--- src/rtl/board_scanner_pkg.sv ---
// connect4_pkg: board geometry, cell codes, line directions and scanner states
// shared by the board reader and its line checker.
package connect4_pkg;
    localparam int ROWS = 7;
    localparam int COLS = 7;
    localparam int CELLS = ROWS * COLS;
    localparam logic [1:0] EMPTY = 2'b00;
    localparam logic [1:0] P1 = 2'b01;
    localparam logic [1:0] P2 = 2'b10;
    localparam logic [1:0] P3 = 2'b11;
    typedef enum logic [1:0] {DIR_RIGHT, DIR_DOWN, DIR_DR, DIR_DL} dir_t;
    typedef enum logic [2:0] {IDLE, READ, DRAIN, SCAN, DONE} state_t;
    typedef struct packed {
        logic [2:0] row;
        logic [2:0] col;
    } rc_t;
    function automatic rc_t cell_rc(input logic [5:0] idx);
        return '{row: 3'(idx / 6'(COLS)), col: 3'(idx % 6'(COLS))};
    endfunction
    function automatic int dir_step(input int d);
        return d == 0 ? 1 : d == 1 ? COLS : d == 2 ? COLS + 1 : COLS - 1;
    endfunction
endpackage

--- src/rtl/board_scanner_if.sv ---
// board_scanner_if: RAM read port, start/status handshake and scan results.
interface board_scanner_if;
    logic       start;
    logic       rd_en;
    logic [5:0] rd_addr;
    logic [1:0] rd_data;
    logic       busy;
    logic       done;
    logic [1:0] winner;
    logic [5:0] win_cell;
    logic [1:0] win_dir;
    logic [6:0] col_full;
    logic       board_full;
    modport master (input start, rd_data,
                    output rd_en, rd_addr, busy, done, winner, win_cell, win_dir, col_full, board_full);
    modport slave (output start, rd_data,
                   input rd_en, rd_addr, busy, done, winner, win_cell, win_dir, col_full, board_full);
endinterface

--- src/rtl/board_scanner_line_checker.sv ---
// line_checker: four-in-a-row test from one anchor cell in all four directions.
module line_checker
    import connect4_pkg::*;
(
    input  logic [97:0]     i_image,
    input  logic [5:0]      i_cell,
    output logic [3:0]      o_hit,
    output logic [3:0][1:0] o_code
);
    rc_t                   w_rc;
    logic [3:0]            w_ok;
    logic [3:0][3:0][1:0]  w_cell;
    function automatic logic [1:0] cell_at(input logic [97:0] img, input logic [6:0] k);
        return (k < 7'(CELLS)) ? img[{k[5:0], 1'b0} +: 2] : EMPTY;
    endfunction
    assign w_rc = cell_rc(i_cell);
    // Bounds per direction: right, down, down-right, down-left; no wrap across rows.
    assign w_ok = {w_rc.col >= 3'(COLS - 4) && w_rc.row <= 3'(ROWS - 4),
                   w_rc.col <= 3'(COLS - 4) && w_rc.row <= 3'(ROWS - 4),
                   w_rc.row <= 3'(ROWS - 4),
                   w_rc.col <= 3'(COLS - 4)};
    always_comb begin
        for (int d = 0; d < 4; d++) begin
            for (int n = 0; n < 4; n++)
                w_cell[d][n] = cell_at(i_image, 7'(i_cell) + 7'(n * dir_step(d)));
            o_code[d] = w_cell[d][0];
            o_hit[d] = w_ok[d] && w_cell[d][0] != EMPTY && w_cell[d][1] == w_cell[d][0]
                       && w_cell[d][2] == w_cell[d][0] && w_cell[d][3] == w_cell[d][0];
        end
    end
endmodule

--- src/rtl/board_scanner.sv ---
// board_scanner: reads the 49-cell board out of RAM into a local image, then
// scans it cell by cell for the first four-in-a-row and reports fill status.
module board_scanner
    import connect4_pkg::*;
#(
    parameter int RD_LAT = 1
) (
    input logic CLOCK_50,
    input logic reset,
    board_scanner_if.master bus
);
    state_t           r_state;
    logic [97:0]      r_image;
    logic [5:0]       r_rd_addr;
    logic [5:0]       r_cap;
    logic [5:0]       r_idx;
    logic [RD_LAT-1:0] r_vld;
    logic             r_rd_en;
    logic             r_busy;
    logic             r_done;
    logic [1:0]       r_winner;
    logic [5:0]       r_win_cell;
    logic [1:0]       r_win_dir;
    logic [6:0]       r_col_full;
    logic             r_board_full;
    logic [3:0]       w_hit;
    logic [3:0][1:0]  w_code;
    dir_t             w_dir;
    logic [6:0]       w_col_full;
    logic [CELLS-1:0] w_nz;
    logic             w_cap;
    line_checker u_chk (.i_image(r_image), .i_cell(r_idx), .o_hit(w_hit), .o_code(w_code));
    assign w_cap = r_vld[RD_LAT-1];
    always_comb begin
        w_dir = w_hit[0] ? DIR_RIGHT : w_hit[1] ? DIR_DOWN : w_hit[2] ? DIR_DR : DIR_DL;
        for (int k = 0; k < CELLS; k++) w_nz[k] = r_image[2*k +: 2] != EMPTY;
        w_col_full = w_nz[COLS-1:0];
    end
    always_ff @(posedge CLOCK_50 or posedge reset) begin
        if (reset) begin
            r_state <= IDLE;
            r_image <= '0;
            r_rd_addr <= '0;
            r_cap <= '0;
            r_idx <= '0;
            r_vld <= '0;
            r_rd_en <= 1'b0;
            r_busy <= 1'b0;
            r_done <= 1'b0;
            r_winner <= '0;
            r_win_cell <= '0;
            r_win_dir <= '0;
            r_col_full <= '0;
            r_board_full <= 1'b0;
        end else begin
            // Read-enable delay line marks the cycle each requested cell arrives.
            r_vld <= RD_LAT'({r_vld, r_rd_en});
            if (w_cap) begin
                r_image[{r_cap, 1'b0} +: 2] <= bus.rd_data;
                r_cap <= r_cap + 6'd1;
            end
            case (r_state)
                IDLE: if (bus.start) begin
                    r_state <= READ;
                    r_image <= '0;
                    r_cap <= '0;
                    r_rd_en <= 1'b1;
                    r_rd_addr <= '0;
                    r_busy <= 1'b1;
                    r_winner <= '0;
                    r_win_cell <= '0;
                    r_win_dir <= '0;
                    r_col_full <= '0;
                    r_board_full <= 1'b0;
                end
                READ: if (r_rd_addr == 6'(CELLS - 1)) begin
                    r_rd_en <= 1'b0;
                    r_rd_addr <= '0;
                    r_state <= DRAIN;
                end else r_rd_addr <= r_rd_addr + 6'd1;
                DRAIN: if (w_cap && r_cap == 6'(CELLS - 1)) begin
                    r_idx <= '0;
                    r_state <= SCAN;
                end
                SCAN: if (|w_hit || r_idx == 6'(CELLS - 1)) begin
                    r_state <= DONE;
                    r_done <= 1'b1;
                    r_winner <= |w_hit ? w_code[w_dir] : EMPTY;
                    r_win_cell <= |w_hit ? r_idx : 6'd0;
                    r_win_dir <= |w_hit ? w_dir : DIR_RIGHT;
                    r_col_full <= w_col_full;
                    r_board_full <= &w_nz;
                end else r_idx <= r_idx + 6'd1;
                DONE: begin
                    r_done <= 1'b0;
                    r_busy <= 1'b0;
                    r_state <= IDLE;
                end
                default: r_state <= IDLE;
            endcase
        end
    end
    assign bus.rd_en = r_rd_en;
    assign bus.rd_addr = r_rd_addr;
    assign bus.busy = r_busy;
    assign bus.done = r_done;
    assign bus.winner = r_winner;
    assign bus.win_cell = r_win_cell;
    assign bus.win_dir = r_win_dir;
    assign bus.col_full = r_col_full;
    assign bus.board_full = r_board_full;
endmodule

--- src/flat_wrapper.sv ---
// flat-port wrapper written by rule: the top's interface ports become plain ports
module board_scanner_flat import connect4_pkg::*;
#(
    parameter int RD_LAT = 1
)
  (CLOCK_50, reset, bus_start, bus_rd_data, bus_rd_en, bus_rd_addr, bus_busy, bus_done, bus_winner, bus_win_cell, bus_win_dir, bus_col_full, bus_board_full);
  board_scanner_if bus_i ();
  input logic CLOCK_50;
  input logic reset;
  input wire logic [$bits(bus_i.start)-1:0] bus_start;
  input wire logic [$bits(bus_i.rd_data)-1:0] bus_rd_data;
  output wire logic [$bits(bus_i.rd_en)-1:0] bus_rd_en;
  output wire logic [$bits(bus_i.rd_addr)-1:0] bus_rd_addr;
  output wire logic [$bits(bus_i.busy)-1:0] bus_busy;
  output wire logic [$bits(bus_i.done)-1:0] bus_done;
  output wire logic [$bits(bus_i.winner)-1:0] bus_winner;
  output wire logic [$bits(bus_i.win_cell)-1:0] bus_win_cell;
  output wire logic [$bits(bus_i.win_dir)-1:0] bus_win_dir;
  output wire logic [$bits(bus_i.col_full)-1:0] bus_col_full;
  output wire logic [$bits(bus_i.board_full)-1:0] bus_board_full;
  assign bus_i.start = bus_start;
  assign bus_i.rd_data = bus_rd_data;
  assign bus_rd_en = bus_i.rd_en;
  assign bus_rd_addr = bus_i.rd_addr;
  assign bus_busy = bus_i.busy;
  assign bus_done = bus_i.done;
  assign bus_winner = bus_i.winner;
  assign bus_win_cell = bus_i.win_cell;
  assign bus_win_dir = bus_i.win_dir;
  assign bus_col_full = bus_i.col_full;
  assign bus_board_full = bus_i.board_full;
  board_scanner #(.RD_LAT(RD_LAT)) u_core (.CLOCK_50(CLOCK_50), .reset(reset), .bus(bus_i));
endmodule
--- config.mk ---
export PLATFORM = sky130hd
export DESIGN_NAME = board_scanner_flat
export DESIGN_NICKNAME = d
export VERILOG_FILES = /design/src/rtl/board_scanner_pkg.sv /design/src/rtl/board_scanner_if.sv /design/src/rtl/board_scanner_line_checker.sv /design/src/rtl/board_scanner.sv /design/src/flat_wrapper.sv
export SDC_FILE = /design/constraint.sdc
export NUM_CORES = 1
export LEC_CHECK = 0
export ABC_CLOCK_PERIOD_IN_PS = 18500
export CELL_PAD_IN_SITES_DETAIL_PLACEMENT = 0
export CELL_PAD_IN_SITES_GLOBAL_PLACEMENT = 2
export CORE_MARGIN = 2
export CORE_UTILIZATION = 46
export CTS_CLUSTER_SIZE = 30
export DETAILED_ROUTE_END_ITERATION = 8
export PLACE_DENSITY = 0.91
export SLEW_MARGIN = 10
export SYNTH_ARGS = -nofsm -noshare
export SYNTH_HDL_FRONTEND = slang
export SYNTH_HIERARCHICAL = 1
export SYNTH_SLANG_ARGS = --single-unit
--- constraint.sdc ---
create_clock -name CLOCK_50 -period 18.5 [get_ports CLOCK_50]
set_input_delay 2.775 -clock CLOCK_50 [delete_from_list [all_inputs] [get_ports CLOCK_50]]
set_output_delay 2.775 -clock CLOCK_50 [all_outputs]
set_load 0.01 [all_outputs]
==> reports/results.ini <==
[global_routing]
met2_usage_pct = 49.8
first_global_vias = 12700
grt_usage_pct = 31.1

[floorplanning]
rows = 65
floorplan.io_pins = 32
fp_util_pct = 47.0
die_area_um2 = 33900

[pwr]
power.internal_mw = 1.16
power_density_nw_per_um2 = 153

[synth]
topCombFamilyByArea = multiplexers
synth_area_um2 = 14900
synth_nets = 1523
synthCells = 1484
synth.avg_cell_area_um2 = 10.0
synth_top_cell_by_area = dfrtp_1

[cts]
holdBufCountCts = 0

[finish]
diodes = 0
n_clock_buffer = 23
largest_reg_flops = 98
drive_gt1_share_pct = 15.9
n_all_inverters = 24

[place]
port_buffers = 31

[final_timing]
fmax_ghz = 0.136
tns_ns = 0
min_period_ns = 7.36
rsz0062_at_grt = no
hold_slack_ns = 0.419

[setup_path]
slowest_stage = nor4_1
critPathMaxStageDelay_ns = 0.57
cp-start-kind = register

[outcome]
status = completed

[flow_run]
warnings = 49

[drt]
drt-initial-drc-count = 1706

[hold_path]
holdPathStages = 0

floorplan.png
Pins as bars on the die edge. Tap cells in grey.
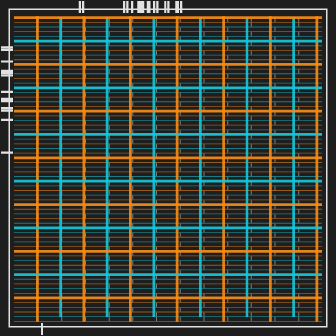
cyan -> VDD
orange -> VSS
met4 straps = 13
met1 rails = 66
met5 straps = 13
tap cells = 402
Core Footprint: 31700 µm²
Die W: 184 µm
die span in y: 184 µm
peak supply drop: 0.000137 V

class_map.png
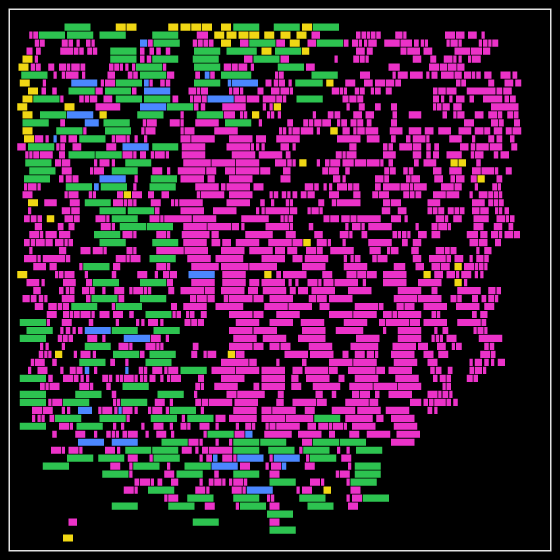
yellow -> remaining buffers and delay cells  # cells 51
green -> sequential cells  # cells 141
magenta -> remaining logic cells  # cells 1228
blue -> clock drivers and dummy loads  # cells 31

clock_wires.png
Scale bar: 50 µm.
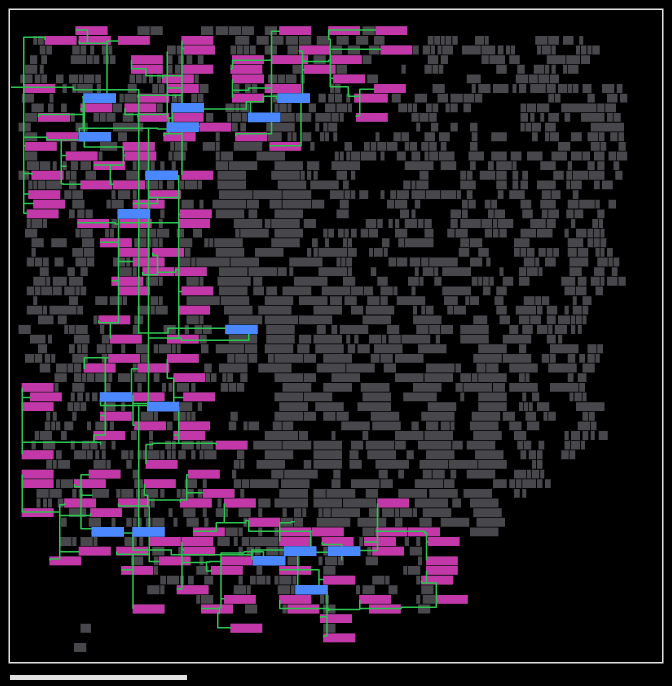
blue -> clock-net drivers  # count 17
green -> clock wires  # length 1820 µm
magenta -> flip-flops  # count 141
routed clock nets = 18
Late-Pin Clk Latency: 0.42 ns
Post-Route Skew: 0.0107 ns

layers.png
Scale bar: 50 µm.
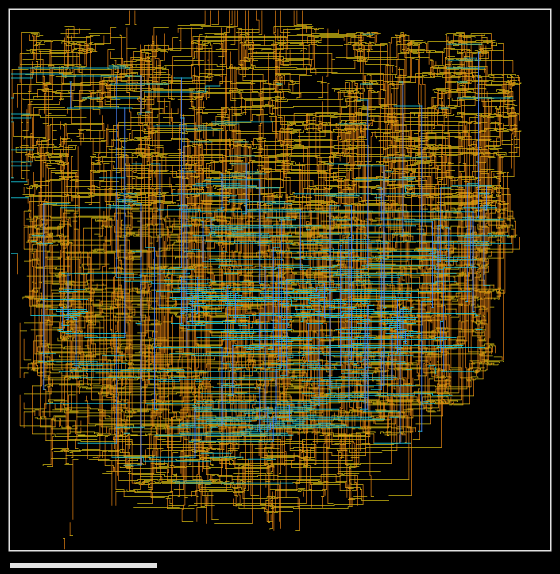
cyan -> M3  # wire length 5380 µm
blue -> M4  # wire length 2250 µm
orange -> M2  # wire length 24.2 mm
yellow -> M1  # wire length 19900 µm

